Fig. 1: track usage over the die
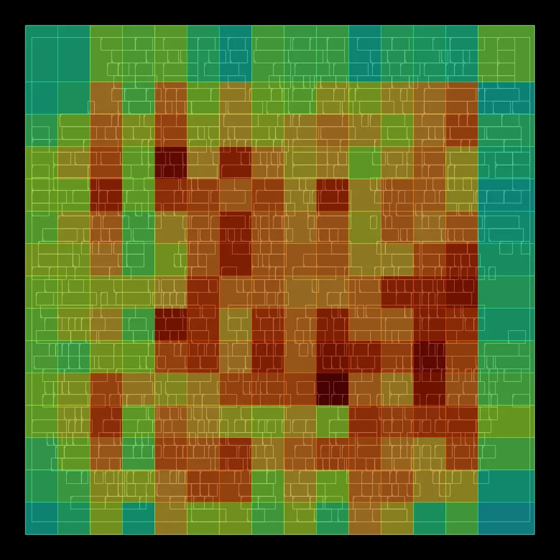
Fig. 2: PDN straps and rails
Pins as bars on the die edge. Tap cells in grey.
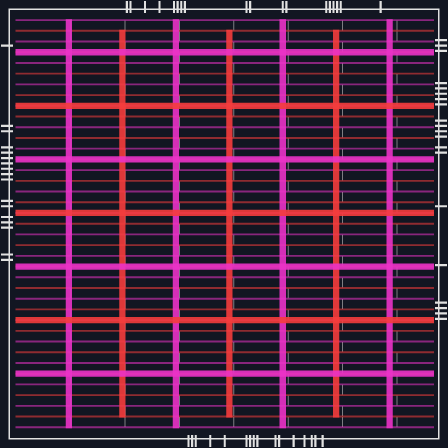
Fig. 3: clock network drawn from the DEF
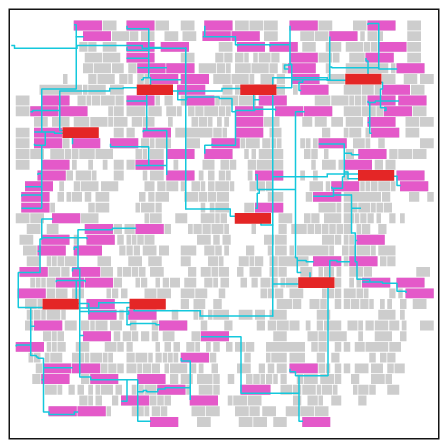
Fig. 4: cells coloured by class
Scale bar: 20 um.
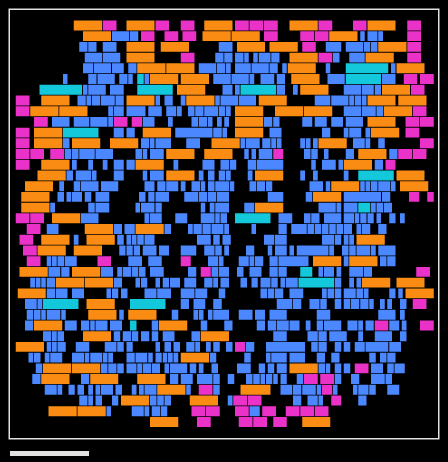
$ cat src/rtl/stopwatch_timer.sv
// MM:SS up/down stopwatch with preset load, lap freeze, countdown expiry and
// wrap/saturate overflow; drives a packed BCD bus and four seven-segment digits.
module stopwatch_timer #(
   parameter int unsigned TICK_DIV = 50_000_000,
   parameter int unsigned MAX_MIN  = 59,
   parameter bit          WRAP     = 1'b1
) (
   input  logic        clk,
   input  logic        reset,
   input  logic        start_stop,
   input  logic        mode,
   input  logic        load,
   input  logic [15:0] preset,
   input  logic        lap,
   output logic        running,
   output logic        expired,
   output logic        overflow,
   output logic        load_err,
   output logic        lap_active,
   output logic [15:0] bcd_out,
   output logic [6:0]  seg3,
   output logic [6:0]  seg2,
   output logic [6:0]  seg1,
   output logic [6:0]  seg0
);

   localparam int unsigned   PW         = (TICK_DIV > 2) ? $clog2(TICK_DIV) : 1;
   localparam logic [PW-1:0] PRESC_LAST = PW'(TICK_DIV - 1);
   localparam logic [3:0]    MAX_MT     = 4'(MAX_MIN / 10);
   localparam logic [3:0]    MAX_MO     = 4'(MAX_MIN % 10);

   typedef enum logic {STOPPED = 1'b0, RUNNING = 1'b1} state_t;

   state_t        state_q, state_d;
   logic [15:0]   live_q, live_d, snap_q, snap_d, disp_q, disp_d;
   logic [PW-1:0] presc_q, presc_d;
   logic          dir_q, dir_d, lap_q, lap_d, exp_q, exp_d;
   logic          ovf_q, ovf_d, lerr_q, lerr_d;
   logic          tick, up_ovf, preset_ok, load_ok;
   logic [15:0]   up_val, dn_val;

   function automatic logic [6:0] seg7(input logic [3:0] d);
      case (d)
         4'd0:    seg7 = 7'h3F;
         4'd1:    seg7 = 7'h06;
         4'd2:    seg7 = 7'h5B;
         4'd3:    seg7 = 7'h4F;
         4'd4:    seg7 = 7'h66;
         4'd5:    seg7 = 7'h6D;
         4'd6:    seg7 = 7'h7D;
         4'd7:    seg7 = 7'h07;
         4'd8:    seg7 = 7'h7F;
         4'd9:    seg7 = 7'h6F;
         default: seg7 = 7'h00;
      endcase
   endfunction

   assign tick = (state_q == RUNNING) && (presc_q == PRESC_LAST);

   assign preset_ok = (preset[15:12] <= 4'd9) && (preset[11:8] <= 4'd9) &&
                      (preset[7:4] <= 4'd5) && (preset[3:0] <= 4'd9) &&
                      ((preset[15:12] < MAX_MT) ||
                       ((preset[15:12] == MAX_MT) && (preset[11:8] <= MAX_MO)));

   // BCD increment/decrement of the live time with carry and borrow chains
   always_comb begin : count_math
      up_val = live_q;
      up_ovf = 1'b0;
      if (live_q[3:0] != 4'd9) begin
         up_val[3:0] = live_q[3:0] + 4'd1;
      end else begin
         up_val[3:0] = 4'd0;
         if (live_q[7:4] != 4'd5) begin
            up_val[7:4] = live_q[7:4] + 4'd1;
         end else begin
            up_val[7:4] = 4'd0;
            if (live_q[15:8] == {MAX_MT, MAX_MO}) begin
               up_ovf = 1'b1;
               up_val = WRAP ? 16'h0000 : live_q;
            end else if (live_q[11:8] != 4'd9) begin
               up_val[11:8] = live_q[11:8] + 4'd1;
            end else begin
               up_val[11:8]  = 4'd0;
               up_val[15:12] = live_q[15:12] + 4'd1;
            end
         end
      end

      dn_val = live_q;
      if (live_q != 16'h0000) begin
         if (live_q[3:0] != 4'd0) begin
            dn_val[3:0] = live_q[3:0] - 4'd1;
         end else begin
            dn_val[3:0] = 4'd9;
            if (live_q[7:4] != 4'd0) begin
               dn_val[7:4] = live_q[7:4] - 4'd1;
            end else begin
               dn_val[7:4] = 4'd5;
               if (live_q[11:8] != 4'd0) begin
                  dn_val[11:8] = live_q[11:8] - 4'd1;
               end else begin
                  dn_val[11:8]  = 4'd9;
                  dn_val[15:12] = live_q[15:12] - 4'd1;
               end
            end
         end
      end
   end

   always_ff @(posedge clk) begin : state_reg
      if (reset) begin
         state_q <= STOPPED;
         live_q  <= '0;
         snap_q  <= '0;
         disp_q  <= '0;
         presc_q <= '0;
         dir_q   <= 1'b0;
         lap_q   <= 1'b0;
         exp_q   <= 1'b0;
         ovf_q   <= 1'b0;
         lerr_q  <= 1'b0;
      end else begin
         state_q <= state_d;
         live_q  <= live_d;
         snap_q  <= snap_d;
         disp_q  <= disp_d;
         presc_q <= presc_d;
         dir_q   <= dir_d;
         lap_q   <= lap_d;
         exp_q   <= exp_d;
         ovf_q   <= ovf_d;
         lerr_q  <= lerr_d;
      end
   end

   // Priority below reset: tick > start_stop > load > lap
   always_comb begin : next_state
      state_d = state_q;
      live_d  = live_q;
      snap_d  = snap_q;
      presc_d = presc_q;
      dir_d   = dir_q;
      lap_d   = lap_q;
      exp_d   = exp_q;
      ovf_d   = 1'b0;
      lerr_d  = 1'b0;
      load_ok = 1'b0;

      if (state_q == RUNNING) begin
         presc_d = tick ? '0 : presc_q + 1'b1;
         if (tick) begin
            if (dir_q) begin
               live_d = dn_val;
               if (dn_val == 16'h0000) begin
                  exp_d   = 1'b1;
                  state_d = STOPPED;
               end
            end else begin
               live_d = up_val;
               if (up_ovf) begin
                  ovf_d = 1'b1;
                  if (!WRAP) state_d = STOPPED;
               end
            end
         end
         if (start_stop) state_d = STOPPED;
         if (load) lerr_d = 1'b1;
      end else if (start_stop && !(mode && (live_q == 16'h0000))) begin
         state_d = RUNNING;
         dir_d   = mode;
         presc_d = '0;
         exp_d   = 1'b0;
         if (load) lerr_d = 1'b1;
      end else if (load) begin
         if (preset_ok) begin
            load_ok = 1'b1;
            live_d  = preset;
            exp_d   = 1'b0;
            presc_d = '0;
            lap_d   = 1'b0;
         end else begin
            lerr_d = 1'b1;
         end
      end

      // Snapshot takes the pre-tick time
      if (lap && !load_ok) begin
         if (lap_q) begin
            lap_d = 1'b0;
         end else begin
            lap_d  = 1'b1;
            snap_d = live_q;
         end
      end

      disp_d = lap_d ? snap_d : live_d;
   end

   always_comb begin : outputs
      running    = (state_q == RUNNING);
      expired    = exp_q;
      overflow   = ovf_q;
      load_err   = lerr_q;
      lap_active = lap_q;
      bcd_out    = disp_q;
      seg3       = seg7(disp_q[15:12]);
      seg2       = seg7(disp_q[11:8]);
      seg1       = seg7(disp_q[7:4]);
      seg0       = seg7(disp_q[3:0]);
   end

endmodule

$ cat config.mk
export PLATFORM = sky130hd
export DESIGN_NAME = stopwatch_timer
export DESIGN_NICKNAME = d
export VERILOG_FILES = /design/src/rtl/stopwatch_timer.sv
export SDC_FILE = /design/constraint.sdc
export NUM_CORES = 1
export LEC_CHECK = 0
export ABC_AREA = 0
export CORE_UTILIZATION = 55
export CTS_CLUSTER_SIZE = 25
export DETAILED_ROUTE_END_ITERATION = 16
export PLACE_DENSITY = 0.82
export SKIP_LAST_GASP = 1
export SLEW_MARGIN = 20
export SYNTH_ARGS = -nofsm -noshare
export SYNTH_HDL_FRONTEND = slang
export SYNTH_SLANG_ARGS = --single-unit
$ cat constraint.sdc
create_clock -name clk -period 6.05 [get_ports clk]
set_input_delay 0.605 -clock clk [delete_from_list [all_inputs] [get_ports clk]]
set_output_delay 0.605 -clock clk [all_outputs]
set_load 0.005 [all_outputs]
==> results.toml <==
# physical design summary
[detailed_routing]
vias_per_cell = 6.21
dr_wl_met3_mm = 1.32
highest-signal-layer = "met4"
drt-wirelength-per-cell_um = 18.3
drc = 0
route.vias.total = 5800
met2RoutedLength_mm = 7.96
met1Wirelength_mm = 7.26
detailedRoute.firstIterationViolations = 622
ant_nets = 0
detail_route.wirelength_mm = 17.1
drt-pass1-iter-count = 5

[clock_tree]
cts_setup_buffers = 0
clkSlewWorstSetupHoldPaths_ps = 70
clock_tree.root_cell = "sky130_fd_sc_hd__clkbuf_16"
cts-buffers-inserted = 9
postCtsResizedCells = 0
cts_sinks = 108
cts_hold_buffers = 0
cts_max_level = 3
tritoncts = "done"
worst_case_clock_buffer_depth = 2

[flow_run]
cap_viol_max_count = 0
log.warning_count = 51

[synthesis]
synth.cellmix.xorXnorShare_pct = 3.08
syn-cell-area_mm2 = 0.00625
syn_area_per_cell_um2 = 8.32
ys_seq_share_pct = 34.6
yosys.stat.chipArea_mm2 = 0.00625
synth_top_flop_cell = "sky130_fd_sc_hd__dfxtp_1"
mappedNetlistNets = 806
synth.cells.most_frequent = "sky130_fd_sc_hd__dfxtp_1 (108), sky130_fd_sc_hd__nor2_1 (78), sky130_fd_sc_hd__nand2_1 (49), sky130_fd_sc_hd__nand3_1 (40), sky130_fd_sc_hd__a21oi_1 (38)"
post_synth_num_cell_types = 78
yosys-dominant-comb-family = "simple AND/OR/NAND/NOR gates"
area_leaders = "sky130_fd_sc_hd__dfxtp_1 (35%), sky130_fd_sc_hd__ha_1 (6.4%), sky130_fd_sc_hd__nor2_1 (4.7%), sky130_fd_sc_hd__mux2i_1 (4.5%), sky130_fd_sc_hd__nand3_1 (3.2%)"
syn-instance-count = 752
synthesis_warning_total = 0
ys_sh_simple_pct = 23.8
synth_stat.cells = 752
aoi_share_pct = 19.4
synth.most_common_cell = "sky130_fd_sc_hd__dfxtp_1"
proportion_of_synthesized_flip_flops_having_asynchronous_set_or_reset_pct = 0
synth.area.mux_share_pct = 6.86
ys_sh_adder_pct = 6.40
synth_flop_count = 108
post-synth-top-area-cell = "sky130_fd_sc_hd__dfxtp_1"
enable_flop_cells = 0
synthDominantCellAreaShare_pct = 34.6

[place]
estimated_wirelength_of_the_detail_placed_design_mm = 11.9
dp_worst_setup_slack_ps = 1440
post_dp_area_mm2 = 0.00697
post-place-cells = 919
io_buffers = 70
gp_routability_congestion = 0.929

[pwr]
seq_power_share_pct = 42.3
p_leak_nw = 2.74
power_report.internal_total_w = 0.00136
total_switching_power_w = 0.000577
pwr-share-comb_pct = 24.9
total_power_w = 0.00193
clockPowerShare_pct = 32.8
vdd_drop_max_uv = 277
sw_frac_of_total_pct = 29.8
power_density_mw_per_mm2 = 265

[setup_path]
worst_setup_path_endpoint = "seg1[3]"
slowest_delay_ps = 780
critPathLaunch = "live_q[12]"
critPathSlowestCell = "sky130_fd_sc_hd__o21ai_1"
start_kind = "flop"
reg2reg_to = "seg1[3]"
worstPathCellList = "inv_1 > ha_1 > or4bb_1 > o41ai_4 > nand3_1 > buf_4 > nand2_1 > nand2_1 > o21ai_1 > mux2_1 > o21ai_1"
critical_path.top_delay_family = "AND-OR/OR-AND gates"
r2r-start = "live_q[12]"
worstSetupEndpointType = "flop"
worst_endpoint_required_time_ps = 6330
crit_buf_inv = 2
critical_path_arrival_ps = 4830
timing.reg2reg.setup_slack_ps = 1500
critical_path.max_fanout = 15
worstSetupPathDepth = 11
r2r.worst_path.cells = 11
critical_path_class = "reg -> reg"

[final_layout]
areaGrowthSynthToFinish_pct = 16.5
top_register = "presc_q"
final_layout_size_suffix_gt1_share_pct = 6.93
top_logic_cell_by_instance_count_in_the_layout = "sky130_fd_sc_hd__dfxtp_1"
final_nets = 844
antennaDiodeCount = 0
layout.cells.most_common_list = "sky130_fd_sc_hd__dfxtp_1 (107), sky130_fd_sc_hd__nor2_1 (78), sky130_fd_sc_hd__clkdlybuf4s50_1 (69)"
largest_reg_flops = 26
layout.cells.non_filler = 934

[final_timing]
fmaxAchievable_ghz = 0.220
setup_violations = 0
fin_crit_sh_pct = 75.3
max_slew_margin_pct = 23.7
unrepaired_setup_endpoints_after_global_routing = "no"
post-route-min-period_ps = 4550
timing_max_transition_violations_final = 0
worst-slew-pin-transition_ps = 1130
report.final.hold_viol_count = 0
post_route_worst_setup_slack_ps = 1500
clock_tree_skew_after_final_layout_ps = 12.0
timing.hold.ws_ps = 499
fin_tns_setup_ps = 0

[hold_path]
hold_path.startpoint = "snap_q[6]"
timing.hold.worst_endpoint = "snap_q[6]"
min_path_type = "reg -> reg"
hold_path_depth = 2

[global_route]
grt-ovfl-total = 0
initial_antenna_violation_count = 0
maximum_number_of_pins_on_one_net_before_global_route_repair = 51
first_global_vias = 5426
grt_util_met1_pct = 37.9
first_pass_grt_wire_length_mm = 27.5

[floorplanning]
ioPinCount = 71
floorplan.initialDensity_pct = 56.9
die-area_mm2 = 0.0118

[run_status]
status = "completed"
## Picture notes: Fig. 1
final core utilization: 66.3%
met3 capacity usage during global routing: 7.77%
fraction of met2 tracks used by global routing: 49.7%
total global-route track usage: 30.3%
grt peak-use layer: met2

## Picture notes: Fig. 2
Key: VDD = red; VSS = magenta
39 met1 rails follow the rows. 71 signal pins sit on the boundary. 140 tap cells.
die span in y: 109 um
horizontal extent of the die: 109 um

## Picture notes: Fig. 3
Key: clock wires = cyan [length 1340 um]; flip-flops = magenta [count 108]; clock-net drivers = red [count 9]
Position of the flops: widely spread.
clock-net power: 0.000634 W
insertion delay to the later sink of the worst-skew pair: 360 ps

## Picture notes: Fig. 4
Key: clock drivers and dummy loads = cyan [cells 15, share of their area 4.4%]; sequential cells = orange [cells 108, share of their area 30%]; remaining buffers and delay cells = magenta [cells 79, share of their area 11%]; remaining logic cells = blue [cells 592, share of their area 54%]
finished layout cell area: 0.00728 mm^2
proportion of cell area occupied by registers: 29.7%
core area: 0.0110 mm^2
Cell Rows: 38

area by class of cell:
| class | count | area, um^2 |
|---|---|---|
| clock buffers | 9 | 225 |
| clock inverters | 6 | 87.6 |
| fillers | 900 | 3700 |
| inverters | 38 | 143 |
| multi-input cells | 554 | 3730 |
| flip-flops and latches | 108 | 2160 |
| well taps | 140 | 175 |
| repair buffers | 79 | 763 |
power groups by stage:
| stage | Sequential (W) | Combinational, W | Clock [W] |
|---|---|---|---|
| CTS | 0.000816 | 0.000475 | 0.000641 |
| finish | 0.000816 | 0.000481 | 0.000634 |
| detailed placement | 0.000831 | 0.000469 | 0 |
| global route | 0.000824 | 0.000527 | 0.000663 |
| global placement | 0.000830 | 0.000462 | 0 |
| floorplan | 0.000814 | 0.000301 | 0 |
No activity file was given, so power comes from the tool's default toggle rates.
